--- src/rtl/an_code_pkg.sv ---
// Shared types and sizing helpers for the AN-code single-error-correcting decoder.
// Width helpers let any odd check constant A and data width K size the datapath.
package an_code_pkg;

    localparam int DEF_A = 13837;
    localparam int DEF_K = 24;

    typedef enum logic [2:0] {
        IDLE,
        DIV1,
        SEARCH,
        DIV2,
        DONE
    } state_e;

    function automatic int calc_rw(input int a);
        return $clog2(a);
    endfunction

    function automatic int calc_cw(input int k, input int a);
        return k + $clog2(a);
    endfunction

    function automatic int calc_pw(input int k, input int a);
        return $clog2(k + $clog2(a));
    endfunction

endpackage

--- src/rtl/an_serial_divider.sv ---
// Bit-serial restoring divider, MSB first, one quotient bit per cycle.
// quotient_o/remainder_o show next-state values, so they are final in the done_o cycle.
module an_serial_divider
    import an_code_pkg::*;
#(
    parameter int CW = 38,
    parameter int RW = 14
) (
    input  logic          clk,
    input  logic          rst,
    input  logic          start_i,
    input  logic [CW-1:0] dividend_i,
    input  logic [RW-1:0] divisor_i,
    output logic          busy_o,
    output logic          done_o,
    output logic [CW-1:0] quotient_o,
    output logic [RW-1:0] remainder_o
);
    localparam int CNTW = $clog2(CW + 1);

    logic [RW-1:0]   rem_q, rem_d;
    logic [CW-1:0]   quo_q, quo_d;
    logic [CNTW-1:0] cnt_q, cnt_d;
    logic            busy_q, busy_d;
    logic [RW:0]     trial;
    logic [RW-1:0]   diff;
    logic            ge;

    always_comb begin
        trial  = {rem_q, quo_q[CW-1]};
        ge     = (trial >= {1'b0, divisor_i});
        // trial < 2*divisor, so the difference always fits RW bits
        diff   = trial[RW-1:0] - divisor_i;
        rem_d  = rem_q;
        quo_d  = quo_q;
        cnt_d  = cnt_q;
        busy_d = busy_q;
        if (start_i) begin
            rem_d  = '0;
            quo_d  = dividend_i;
            cnt_d  = CNTW'(CW);
            busy_d = 1'b1;
        end else if (busy_q) begin
            rem_d  = ge ? diff : trial[RW-1:0];
            quo_d  = {quo_q[CW-2:0], ge};
            cnt_d  = cnt_q - CNTW'(1);
            busy_d = (cnt_q != CNTW'(1));
        end
    end

    always_ff @(posedge clk) begin
        if (rst) begin
            rem_q  <= '0;
            quo_q  <= '0;
            cnt_q  <= '0;
            busy_q <= 1'b0;
        end else begin
            rem_q  <= rem_d;
            quo_q  <= quo_d;
            cnt_q  <= cnt_d;
            busy_q <= busy_d;
        end
    end

    assign busy_o      = busy_q;
    assign done_o      = busy_q && (cnt_q == CNTW'(1));
    assign quotient_o  = quo_d;
    assign remainder_o = rem_d;

endmodule

--- src/rtl/an_sec_decoder_seq.sv ---
// Sequential AN-code decoder: divide, search residues +-2^i, correct, divide again.
// One word in flight; a single shared serial divider serves both division passes.
module an_sec_decoder_seq
    import an_code_pkg::*;
#(
    parameter int K  = DEF_K,
    parameter int A  = DEF_A,
    parameter int RW = calc_rw(A),
    parameter int CW = calc_cw(K, A),
    parameter int PW = calc_pw(K, A)
) (
    input  logic          clk,
    input  logic          rst,
    input  logic          in_valid,
    output logic          in_ready,
    input  logic [CW-1:0] in_w,
    output logic          out_valid,
    input  logic          out_ready,
    output logic [K-1:0]  out_n,
    output logic          out_corrected,
    output logic          out_uncorrectable,
    output logic [PW-1:0] out_err_pos,
    output logic          out_err_neg
);
    localparam int            CW1  = CW + 1;
    localparam logic [RW-1:0] A_RW = RW'(A);

    state_e        state_q, state_d;
    logic [CW-1:0] w_q, w_d;
    logic [K-1:0]  qlo_q, qlo_d;
    logic [RW-1:0] r1_q, r1_d;
    logic [RW-1:0] p_q, p_d;
    logic [PW-1:0] i_q, i_d;
    logic          neg_q, neg_d;
    logic [K-1:0]  n_q, n_d;
    logic          corr_q, corr_d;
    logic          unc_q, unc_d;
    logic [PW-1:0] pos_q, pos_d;
    logic          eneg_q, eneg_d;

    logic          div_start, div_busy, div_done;
    logic [CW-1:0] div_dividend, div_quo;
    logic [RW-1:0] div_rem;

    logic          hit_pos, hit_neg, div2_bad;
    logic [CW1-1:0] pow2, wc;
    logic          wc_oor;
    logic [RW:0]   p_dbl;
    logic [RW-1:0] p_next;

    // p tracks 2^i mod A, so R matches +2^i on p and -2^i on A-p
    assign hit_pos = (r1_q == p_q);
    assign hit_neg = (r1_q == A_RW - p_q);
    assign pow2    = CW1'(1) << i_q;
    assign wc      = hit_pos ? ({1'b0, w_q} - pow2) : ({1'b0, w_q} + pow2);
    assign wc_oor  = wc[CW];
    assign p_dbl   = {p_q, 1'b0};
    assign p_next  = (p_dbl >= {1'b0, A_RW}) ? (p_dbl[RW-1:0] - A_RW) : p_dbl[RW-1:0];

    // Kept apart from the FSM block: divider outputs depend combinationally on start
    assign div_start    = ((state_q == DIV1) && !div_busy) ||
                          ((state_q == SEARCH) && (hit_pos || hit_neg) && !wc_oor);
    assign div_dividend = (state_q == SEARCH) ? wc[CW-1:0] : w_q;
    assign div2_bad     = (div_rem != '0) || (|div_quo[CW-1:K]);

    an_serial_divider #(.CW(CW), .RW(RW)) u_div (
        .clk         (clk),
        .rst         (rst),
        .start_i     (div_start),
        .dividend_i  (div_dividend),
        .divisor_i   (A_RW),
        .busy_o      (div_busy),
        .done_o      (div_done),
        .quotient_o  (div_quo),
        .remainder_o (div_rem)
    );

    always_comb begin
        state_d = state_q;
        w_d     = w_q;
        qlo_d   = qlo_q;
        r1_d    = r1_q;
        p_d     = p_q;
        i_d     = i_q;
        neg_d   = neg_q;
        n_d     = n_q;
        corr_d  = corr_q;
        unc_d   = unc_q;
        pos_d   = pos_q;
        eneg_d  = eneg_q;
        case (state_q)
            IDLE: begin
                if (in_valid) begin
                    w_d     = in_w;
                    state_d = DIV1;
                end
            end
            DIV1: begin
                if (div_done) begin
                    qlo_d = div_quo[K-1:0];
                    r1_d  = div_rem;
                    p_d   = RW'(1);
                    i_d   = '0;
                    if (div_rem == '0) begin
                        n_d     = div_quo[K-1:0];
                        corr_d  = 1'b0;
                        unc_d   = |div_quo[CW-1:K];
                        pos_d   = '0;
                        eneg_d  = 1'b0;
                        state_d = DONE;
                    end else begin
                        state_d = SEARCH;
                    end
                end
            end
            SEARCH: begin
                if ((hit_pos || hit_neg) && !wc_oor) begin
                    neg_d   = !hit_pos;
                    state_d = DIV2;
                end else if (hit_pos || hit_neg || (i_q == PW'(CW - 1))) begin
                    // no usable match: report first-pass quotient, no position
                    n_d     = qlo_q;
                    corr_d  = 1'b0;
                    unc_d   = 1'b1;
                    pos_d   = '0;
                    eneg_d  = 1'b0;
                    state_d = DONE;
                end else begin
                    i_d = i_q + PW'(1);
                    p_d = p_next;
                end
            end
            DIV2: begin
                if (div_done) begin
                    n_d     = div_quo[K-1:0];
                    pos_d   = i_q;
                    eneg_d  = neg_q;
                    unc_d   = div2_bad;
                    corr_d  = !div2_bad;
                    state_d = DONE;
                end
            end
            DONE: begin
                if (out_ready) state_d = IDLE;
            end
            default: state_d = IDLE;
        endcase
    end

    always_ff @(posedge clk) begin
        if (rst) begin
            state_q <= IDLE;
            w_q     <= '0;
            qlo_q   <= '0;
            r1_q    <= '0;
            p_q     <= '0;
            i_q     <= '0;
            neg_q   <= 1'b0;
            n_q     <= '0;
            corr_q  <= 1'b0;
            unc_q   <= 1'b0;
            pos_q   <= '0;
            eneg_q  <= 1'b0;
        end else begin
            state_q <= state_d;
            w_q     <= w_d;
            qlo_q   <= qlo_d;
            r1_q    <= r1_d;
            p_q     <= p_d;
            i_q     <= i_d;
            neg_q   <= neg_d;
            n_q     <= n_d;
            corr_q  <= corr_d;
            unc_q   <= unc_d;
            pos_q   <= pos_d;
            eneg_q  <= eneg_d;
        end
    end

    assign in_ready          = (state_q == IDLE);
    assign out_valid         = (state_q == DONE);
    assign out_n             = n_q;
    assign out_corrected     = corr_q;
    assign out_uncorrectable = unc_q;
    assign out_err_pos       = pos_q;
    assign out_err_neg       = eneg_q;

endmodule
--- config.mk ---
export PLATFORM = sky130hd
export DESIGN_NAME = an_sec_decoder_seq
export DESIGN_NICKNAME = d
export VERILOG_FILES = /design/src/rtl/an_code_pkg.sv /design/src/rtl/an_serial_divider.sv /design/src/rtl/an_sec_decoder_seq.sv
export SDC_FILE = /design/constraint.sdc
export NUM_CORES = 1
export LEC_CHECK = 0
export ABC_AREA = 0
export ABC_CLOCK_PERIOD_IN_PS = 19600
export CORE_UTILIZATION = 62
export DETAILED_ROUTE_END_ITERATION = 8
export PLACE_DENSITY = 0.93
export SYNTH_ARGS = -nofsm -noshare
export SYNTH_HDL_FRONTEND = slang
export SYNTH_SLANG_ARGS = --single-unit
--- constraint.sdc ---
create_clock -name clk -period 19.6 [get_ports clk]
set_input_delay 2.94 -clock clk [delete_from_list [all_inputs] [get_ports clk]]
set_output_delay 2.94 -clock clk [all_outputs]
set_load 0.01 [all_outputs]
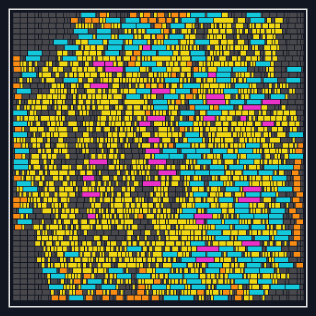
cell_classes.png
(2 px per micron) Fill, decap, tap and diode cells in grey.
| class | colour | cells |
|---|---|---|
| other buffers and delay cells | orange | 94 |
| flip-flops | cyan | 192 |
| clock drivers and dummy loads | magenta | 32 |
| all other logic | yellow | 1488 |
flop share of the area: 26.3%
FP Rows: 53
fin util: 69.9%
Design Area, Final: 14600 sq um

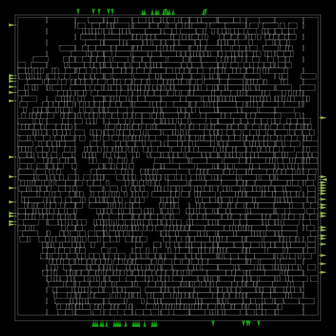
final_placement.png
Flop Count: 192
Core ar.: 21000 sq um
fillers: 1716

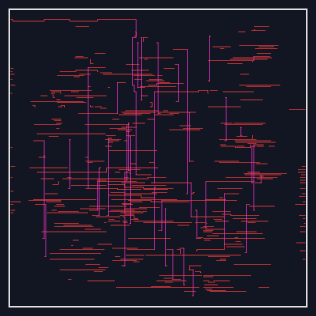
metal_stack.png
(2 px per micron) Two of the layers only.
| layer | colour | wire length |
|---|---|---|
| met3 | red | 3140 microns |
| met4 | magenta | 1050 microns |
routed len/inst: 18.7 microns
final WL: 38.9 mm
vias post-DR: 13.5k

## stage by stage
step / std cells / power, W
3_5_place_dp: 2049 / 0.000903
4_1_cts: 2081 / 0.00129
5_1_grt: 2081 / 0.00137
6_report: 2081 / 0.00130
2_1_floorplan: 1824 / 0.000790
3_3_place_gp: 2049 / 0.000891
## final cells by class
class	count	area, sq um	share of cell area [%]
Sequential cell	192	3850	26.3
Multi-Input combinational cell	1460	8780	60.0
Tap cell	275	344	2.35
Timing Repair Buffer	94	893	6.10
Inverter	28	105	0.718
Clock buffer	17	425	2.91
Clock inverter	15	243	1.66
## tightest hold or removal path, cell delays in order, from the launching register on
cell	delay [ps]
dfxtp_1	310
nand2_1	50
a21oi_1	50
## logic make-up after synthesis
logic type | Yosys count | share of synthesized area [%]
adder cells (fa/ha/maj) | 53 | 5.07
buffers and inverters | 172 | 4.96
AND-OR/OR-AND | 523 | 25.1
multiplexers | 51 | 4.01
flip-flops | 192 | 29.1
AND/OR/NAND/NOR | 733 | 25.1
XOR/XNOR | 100 | 6.63
## worst paths after layout
path         startpoint         to  slack [ps]  cells after the start
max              i_q[2]   out_n[1]       12190                     27
min reg2reg   qlo_q[23]  qlo_q[23]         460                      2
min           qlo_q[23]  qlo_q[23]         460                      2
max reg2reg      i_q[2]   out_n[1]       12190                     27
## power groups by stage
stage          clock network [W]  logic (W)  registers, W
2_1_floorplan                  0   0.000342      0.000448
3_3_place_gp                   0   0.000431      0.000459
3_5_place_dp                   0   0.000442      0.000461
4_1_cts                 0.000395   0.000446      0.000452
5_1_grt                 0.000410   0.000498      0.000457
6_report                0.000394   0.000457      0.000454
==> results_slide.txt <==
Flow Results at a Glance

Final layout
  • Largest registers: u_div.quo_q (38), w_q (38)
  • Area delta synth->final: 10.8%
  • Layout cell share with drive strength beyond 1: under 10%

Floorplanning
  • Fp util: 63.1%
  • I/O pin count: 77
  • Die x size: 148 microns

Setup path
  • Arr. time, crit path: approximately 8000 ps
  • Critical path's slowest cell: o32ai_4
  • Critical path buffer and inverter count: 3
  • Critical path class: reg -> reg
  • Critical Path Sink Type: flop
  • CP required: 19970 ps
  • Slowest cell delay on critical path: 630 ps

Synth
  • Post-synth EDFFs: 0
  • Post-synth ARST share: 0%
  • Flops after synth: 192
  • # Cells Yosys: roughly 1.8k
  • Top cell area share: 29.1%
  • Post-synth area hogs: dfxtp_1 (29%), a21oi_1 (8.0%), nand2_1 (7.2%)
  • Count of different cell masters after synthesis: 76
  • Count leader, synth: nand2_1
  • Floorplan Nets: 1919
  • Synth Seq Share: 29.1%
  • Warnings from Yosys: 0
  • Yosys stat chip area: 13200 sq um

CTS
  • Clk latency late pin: between 400 and 500 ps
  • TritonCTS clock tree: done
  • Hold buffers post-CTS: 0
  • CTS Buf Count: 17
  • Reg clk slew, reported paths: around 80 ps
  • Max H-tree Level: 4

STA
  • Hold slack final: 463 ps
  • Final Max Tran Viols: 0
  • RSZ-0062 raised after global routing: false
  • Final Skew: 20.4 ps
  • Final setup violation count: 0
  • Setup WS post-layout: 12190 ps
  • Setup TNS: 0 ps
  • Slew at the pin closest to its max-slew limit: 1040 ps

Placement
  • Worst slack, placed: 12400 ps
  • Port bufs: 76
  • Cell area after placement: 14000 sq um
  • GPL Wtd Cong: 0.996

Job
  • MaxCap Viol Count: 0

GRT
  • GR peak layer: met2
  • Gr usage total: 35.5%
  • First-pass GRT wire length: between 60 and 70 mm
  • Global route total overflow: 0

Pwr
  • P_sw: roughly 0.00050 W
  • Power Density: 89.1 nW/um^2
  • Leakage power: 5.45 nW
  • Internal power: slightly above 0.0008 W
  • Switching part of the total: about two fifths
  • Reg power frac: between 30% and 40%

Routing
  • Max Used Layer: met4
  • Met1 WL: ~16 mm
  • Met3 wire length: 3.14 mm

Min path
  • Worst min path class: reg -> reg

Status
  • Outcome: completed
Power figures rest on the tool's default switching activity, not on a simulated workload.
